<file path="config.mk">
export PLATFORM = sky130hd
export DESIGN_NAME = fifo_rd_arbiter
export DESIGN_NICKNAME = d
export VERILOG_FILES = /design/src/rtl/fifo_rd_arbiter_pkg.sv /design/src/rtl/fifo_rd_arbiter_rr_pick.sv /design/src/rtl/fifo_rd_arbiter.sv
export SDC_FILE = /design/constraint.sdc
export NUM_CORES = 1
export LEC_CHECK = 0
export CAP_MARGIN = 25
export CORE_MARGIN = 1
export CORE_UTILIZATION = 37
export DETAILED_ROUTE_END_ITERATION = 7
export GPL_TIMING_DRIVEN = 0
export HOLD_SLACK_MARGIN = 0.12
export PLACE_DENSITY = 0.79
export REMOVE_ABC_BUFFERS = 1
export SYNTH_ARGS = -nofsm -noshare
export SYNTH_HDL_FRONTEND = slang
export SYNTH_SLANG_ARGS = --single-unit
</file>
<file path="constraint.sdc">
create_clock -name rclk -period 2.15 [get_ports rclk]
set_clock_uncertainty 0.15 [all_clocks]
set_input_delay 0.43 -clock rclk [delete_from_list [all_inputs] [get_ports rclk]]
set_output_delay 0.43 -clock rclk [all_outputs]
set_load 0.05 [all_outputs]
</file>
<file path="src/rtl/fifo_rd_arbiter_pkg.sv">
// Shared types for the FIFO read-side arbiter.
package fifo_rd_arbiter_pkg;

    typedef enum logic {
        IDLE  = 1'b0,
        BURST = 1'b1
    } arb_state_e;

endpackage

</file>
<file path="src/rtl/fifo_rd_arbiter_rr_pick.sv">
// Round-robin pick: first set request at or after ptr, wrapping modulo NPORT.
module fifo_rd_arbiter_rr_pick #(
    parameter int unsigned  NPORT = 4,
    localparam int unsigned IDW   = $clog2(NPORT)
) (
    input  logic [NPORT-1:0] req,
    input  logic [IDW-1:0]   ptr,
    output logic             any,
    output logic [IDW-1:0]   idx
);

    logic [2*NPORT-1:0] dbl;
    logic [NPORT-1:0]   rot;
    logic [IDW:0]       off;
    logic [IDW:0]       sum;

    // rotate so ptr sits at bit 0, take the lowest set bit, rotate the index back
    always_comb begin
        dbl = {req, req} >> ptr;
        rot = dbl[NPORT-1:0];
        off = '0;
        for (int i = NPORT - 1; i >= 0; i--) begin
            if (rot[i]) off = (IDW+1)'(i);
        end
        sum = (IDW+1)'(ptr) + off;
        if (sum >= (IDW+1)'(NPORT)) sum = sum - (IDW+1)'(NPORT);
        idx = sum[IDW-1:0];
        any = |req;
    end

endmodule

</file>
<file path="src/rtl/fifo_rd_arbiter.sv">
// Round-robin burst scheduler merging NPORT async-FIFO read ports into one valid/ready stream.
module fifo_rd_arbiter #(
    parameter int unsigned  NPORT     = 4,
    parameter int unsigned  DSIZE     = 8,
    parameter int unsigned  BURST_LEN = 4,
    localparam int unsigned IDW       = $clog2(NPORT),
    localparam int unsigned CW        = $clog2(BURST_LEN + 1)
) (
    input  logic                   rclk,
    input  logic                   rrst,
    input  logic [NPORT-1:0]       port_en,
    input  logic [NPORT-1:0]       rempty,
    input  logic [NPORT*DSIZE-1:0] rdata,
    output logic [NPORT-1:0]       rinc,
    output logic                   o_valid,
    input  logic                   o_ready,
    output logic [DSIZE-1:0]       o_data,
    output logic [IDW-1:0]         o_id,
    output logic                   busy
);

    import fifo_rd_arbiter_pkg::*;

    arb_state_e       state_q, state_d;
    logic [IDW-1:0]   gnt_q, gnt_d;
    logic [IDW-1:0]   rr_ptr_q, rr_ptr_d;
    logic [CW-1:0]    cnt_q, cnt_d;
    logic             o_valid_d;
    logic [DSIZE-1:0] o_data_d;
    logic [IDW-1:0]   o_id_d;
    logic             busy_d;
    logic             pop;
    logic             any;
    logic [IDW-1:0]   pick_idx;
    logic [IDW-1:0]   gnt_inc;

    fifo_rd_arbiter_rr_pick #(
        .NPORT (NPORT)
    ) u_pick (
        .req (~rempty & port_en),
        .ptr (rr_ptr_q),
        .any (any),
        .idx (pick_idx)
    );

    // explicit wrap keeps non-power-of-2 NPORT correct
    assign gnt_inc = (gnt_q == IDW'(NPORT - 1)) ? '0 : gnt_q + IDW'(1);

    always_comb begin
        state_d   = state_q;
        gnt_d     = gnt_q;
        rr_ptr_d  = rr_ptr_q;
        cnt_d     = cnt_q;
        o_valid_d = o_valid;
        o_data_d  = o_data;
        o_id_d    = o_id;
        pop       = 1'b0;

        case (state_q)
            IDLE: begin
                if (any) begin
                    gnt_d   = pick_idx;
                    cnt_d   = '0;
                    state_d = BURST;
                end
            end
            BURST: begin
                pop = !rempty[gnt_q] && port_en[gnt_q] && (!o_valid || o_ready);
                if (pop) begin
                    cnt_d = cnt_q + CW'(1);
                    if (cnt_q == CW'(BURST_LEN - 1)) begin
                        rr_ptr_d = gnt_inc;
                        state_d  = IDLE;
                    end
                end else if (rempty[gnt_q] || !port_en[gnt_q]) begin
                    rr_ptr_d = gnt_inc;
                    state_d  = IDLE;
                end
            end
            default: state_d = IDLE;
        endcase

        // a pop refills the output register even while the previous word is being taken
        if (pop) begin
            o_valid_d = 1'b1;
            o_data_d  = rdata[int'(gnt_q)*DSIZE +: DSIZE];
            o_id_d    = gnt_q;
        end else if (o_ready) begin
            o_valid_d = 1'b0;
        end

        busy_d = (state_d == BURST);
    end

    always_comb begin
        rinc = '0;
        if (!rrst && pop) rinc[gnt_q] = 1'b1;
    end

    always_ff @(posedge rclk or posedge rrst) begin
        if (rrst) begin
            state_q  <= IDLE;
            gnt_q    <= '0;
            rr_ptr_q <= '0;
            cnt_q    <= '0;
            o_valid  <= 1'b0;
            o_data   <= '0;
            o_id     <= '0;
            busy     <= 1'b0;
        end else begin
            state_q  <= state_d;
            gnt_q    <= gnt_d;
            rr_ptr_q <= rr_ptr_d;
            cnt_q    <= cnt_d;
            o_valid  <= o_valid_d;
            o_data   <= o_data_d;
            o_id     <= o_id_d;
            busy     <= busy_d;
        end
    end

endmodule

</file>
Figure 1. Supply network.
Scale bar: 20 um. Pins as bars on the die edge.
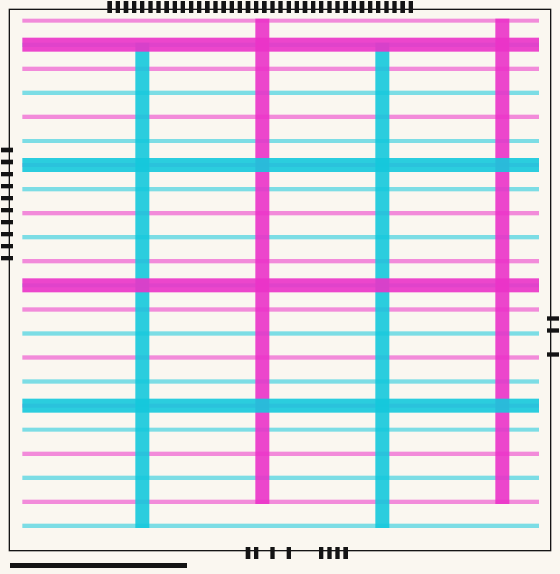
legend:
  VDD:
    color: magenta
  VSS:
    color: cyan
signal pins: 59
met1 rails: 22
y dimension of the die: 61.0 um
Die Width: 61.0 um
placeable core region: 3340 sq um

Figure 2. Metal 3.
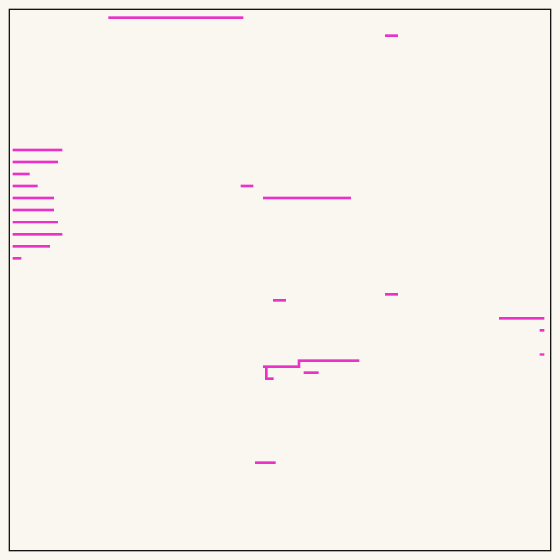
longest straight run: 14.9 um
nets with wire on the layer: 19
share of all routed wire: 2.4%
main direction: horizontal
GR met3 Demand/Resource: 0.0315
total routed wirelength: 3.65 mm
routed vias: 1181

==> flow_metrics.py <==
# Synthesis and PnR figures
metrics = {
    "worst_setup_path": {
        "rr_worst_depth": 5,
        "arr_time_crit_path_ns": 1.86,
        "cp_cell_sequence": "inv_4 -> mux4_2 -> nand3_4 -> nor2_4 -> and2_4 -> buf_8",
        "worst_path_max_delay_cell": "mux4_2",
        "worst_setup_end_kind": "output port",
        "r2r_end": "o_data[7]",
        "worstSetupStartpointType": "flip-flop",
        "ff2ff_setup_slack_ns": 0.04,
        "worst_ep_required_time_ns": 1.57,
        "critPathMaxStageDelay_ns": 0.54,
        "worstPathMaxFanout": 4,
        "regToRegStartpoint": "gnt_q[0]",
        "crit_path_kind": "reg -> out",
    },
    "placement": {
        "numPlacedInstances": 210,
        "place_hpwl_mm": 2.60,
        "dp_slack_ns": -1.38,
        "numPortBuffers": 58,
        "final_gp_congestion": 0.847,
        "placed_area_sq_um": 1900,
    },
    "final_layout": {
        "final_cell_count_no_fill": 221,
        "finalNetCount": 226,
        "postLayoutCoreUtil": 0.627,
        "n_antenna_cell": 0,
        "post_route_cells_drive_above_1_share": 0.366,
        "syn_to_final_growth_pct": 62.1,
        "finish.instance_area_sq_um": 2090,
    },
    "final_timing": {
        "final.setup.tns_ns": -1.17,
        "layout_setup_ws_ns": -0.294,
        "rsz0062_at_grt": "yes",
        "final-hold-violation-count": 0,
        "setup_viol_count_final": 4,
        "final.period_utilization": 1.14,
        "layout_min_cycle_time_ns": 2.44,
        "slew_violations": 0,
        "hold_ws_ns": 0.346,
        "max-slew-margin-rel": 0.521,
        "max_freq_ghz": 0.409,
        "worstMarginPinSlew_ns": 0.718,
    },
    "clocking": {
        "cts.htree.levels": 1,
        "cts.reportedPaths.clkPinSlew_ns": 0.10,
        "clock_tree.buffer_depth": 2,
        "clockRootBuffer": "clkbuf_4",
        "cts_tree": "yes",
        "ctsHoldBuffers": 0,
    },
    "synthesis": {
        "synthesis.area_sq_um": 1290,
        "synth.avg_cell_area_sq_um": 11.7,
        "ys.flop_type": "dfrtp_1",
        "number_of_enable_type_register_cells_in_the_synthesized_netlist": 0,
        "netlist-cell-type-count": 34,
        "ys_warn_count": 0,
        "synth-area-yosys_sq_um": 1290,
        "synth.yosys.seq_area_share": 0.369,
        "yosysCellCount": 110,
        "synth-async-reset-ratio": 1.00,
        "postSynthRegisterBits": 19,
        "synthCells": 110,
    },
    "drt": {
        "route.detailed.drc": 0,
        "route.antenna.remaining_nets": 0,
        "drt_iter0_markers": 24,
        "first_pass_iters": 4,
        "post_drt_via_cell_ratio": 5.34,
    },
    "power_and_ir_drop": {
        "power_density_nw_per_um2": 1220,
        "max-vdd-ir-drop_uv": 819,
        "power.total_mw": 2.56,
        "power.static_leakage_nw": 0.869,
    },
    "run_status": {
        "violations_in_the_final_reports": "setup timing",
        "outcome": "complete, but fails checks",
    },
    "floorplan": {
        "chip_area_sq_um": 3730,
        "core.rowCount": 21,
        "floorplan_utilization": 0.387,
        "io_pins": 59,
    },
    "global_route": {
        "grt_pass1_vias": 1168,
        "grt_first_pass_wirelength_mm": 5.55,
        "groute.layer.met2.usage": 0.379,
        "routing_layer_with_the_top_usage_in_global_route": "met2",
        "use_met1": 0.250,
        "antenna_violations_before_repair": 0,
        "gr-total-overflow": 0,
        "grt_start_max_net_pins": 20,
    },
    "worst_hold_path": {
        "hold-path-endpoint": "o_id[1]",
        "hold_class": "reg -> reg",
        "worst_hold_launch": "o_id[1]",
        "hold_path_depth": 2,
    },
    "flow_run": {
        "timing.max_cap.violations": 0,
        "warning_count": 30,
    },
}
Figure 3. The clock network.
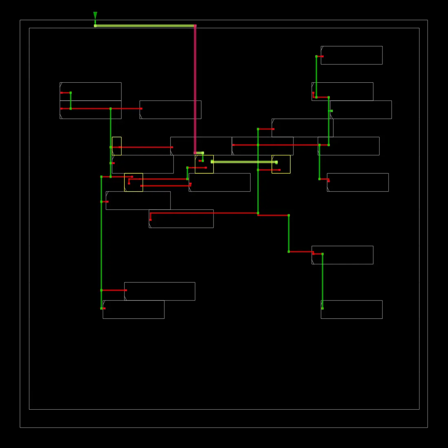
clock tree sinks: 19
TritonCTS buffer count: 3
insertion delay at the late pin of the worst-skew pair: 0.29 ns

Figure 4. Metal layers overlaid.
Scale bar: 20 um. Only two layers are drawn.
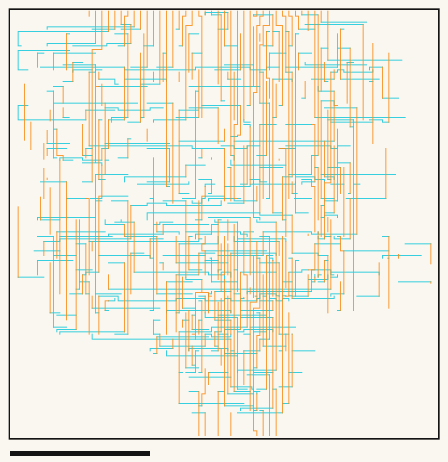
legend:
  met2:
    color: orange
    wire_length: 2110 um
  met1:
    color: cyan
    wire_length: 1380 um
Routed wire per std cell: 16.5 um
global-route usage over all layers: 0.203

==> cell families (layout without fill, tap and decap cells) <==
family / after synthesis / count (layout) / synth area share
and+or+nand+nor: 34 / 34 / 0.153
AOI/OAI and AO/OA: 20 / 20 / 0.111
muxes: 20 / 20 / 0.259
DFF: 19 / 19 / 0.369
buffers and inverters: 9 / 74 / 0.0339
adders and majority gates: 7 / 7 / 0.0679
xor gates and xnor gates: 1 / 1 / 0.00679
==> timing repair <==
item,CTS,global route
buffers inserted,5,3
setup endpoints to repair,22,10
pin swaps,5,6
gates resized,60,25
==> how the worst max path moves through the flow <==
stage | from | end | slack (ns) | depth (start not counted)
finish | gnt_q[0] | rinc[2] | -0.29 | 6
global route | gnt_q[0] | rinc[2] | -0.38 | 6
CTS | gnt_q[0] | rinc[2] | -0.30 | 6
detailed placement | port_en[1] | rinc[0] | -1.38 | 7
global placement | port_en[1] | rinc[2] | -1.34 | 7
floorplan | gnt_q[0] | rinc[0] | -0.52 | 5
==> state kept, by name (all words and copies together) (netlist names) <==
signal    cells
o_data        8
o_id          2
gnt_q         2
state_q       1
o_valid       1
cnt_q         3
rr_ptr_q      2
==> cells in the mapped netlist (all sizes together), types with 2 or more instances <==
cell type  number  share of area
o21ai           6          0.023
buf             3          0.016
dfrtp          19           0.37
a211o           2          0.014
a211oi          2          0.012
nand2          10          0.031
nand2b          5          0.024
nand3           6          0.033
mux4            9           0.16
and2            4          0.019
nor2            3         0.0087
a21oi           2         0.0078
mux2           11           0.10
ha              7          0.068
o211ai          2          0.012
nor2b           4          0.027
inv             5          0.015
==> routing by layer <==
| layer | wire length (um) | vias up | share of wire |
|---|---|---|---|
| met4 | 66 | 0 | 0.018 |
| met2 | 2110 | 27 | 0.58 |
| met5 | 0 | - | 0 |
| met1 | 1380 | 599 | 0.38 |
| li1 | - | 549 | - |
| met3 | 88 | 6 | 0.024 |
==> final cells by class <==
class | instances | area, sq um
clock buffers | 4 | 26.3
fillers | 276 | 1250
inverters | 5 | 21.3
multi-input cells | 82 | 880
flip-flops and latches | 19 | 482
well taps | 46 | 57.6
repair buffers | 65 | 624
==> cells in the final DEF (no fill, tap or decap), types with 2 or more instances in the layout <==
cell	instances
a211o_1	2
a21oi_1	2
and2_4	4
buf_4	6
buf_6	2
buf_8	3
clkbuf_2	5
clkbuf_4	3
clkdlybuf4s50_1	45
dfrtp_1	16
dfrtp_2	2
dlygate4sd2_1	3
ha_1	6
inv_1	4
mux2_2	9
mux2_4	2
mux4_2	9
nand2_1	9
nand2b_1	2
nand2b_4	3
nand3_1	5
nor2_1	2
nor2b_4	4
o211ai_1	2
o21ai_0	2
o21ai_1	4
==> critical path: cells and delay by family (launching register included) <==
family | cells | cell delay, ns
buffers and inverters | 2 | 0.21
DFF | 1 | 0.51
muxes | 1 | 0.54
and+or+nand+nor | 3 | 0.32
==> report_power, final <==
| part | internal (mW) | switching [mW] |
|---|---|---|
| Sequential | 0.530 | 0.196 |
| Clock | 0.0721 | 0.109 |
| Combinational | 0.776 | 0.873 |
| Total | 1.38 | 1.18 |
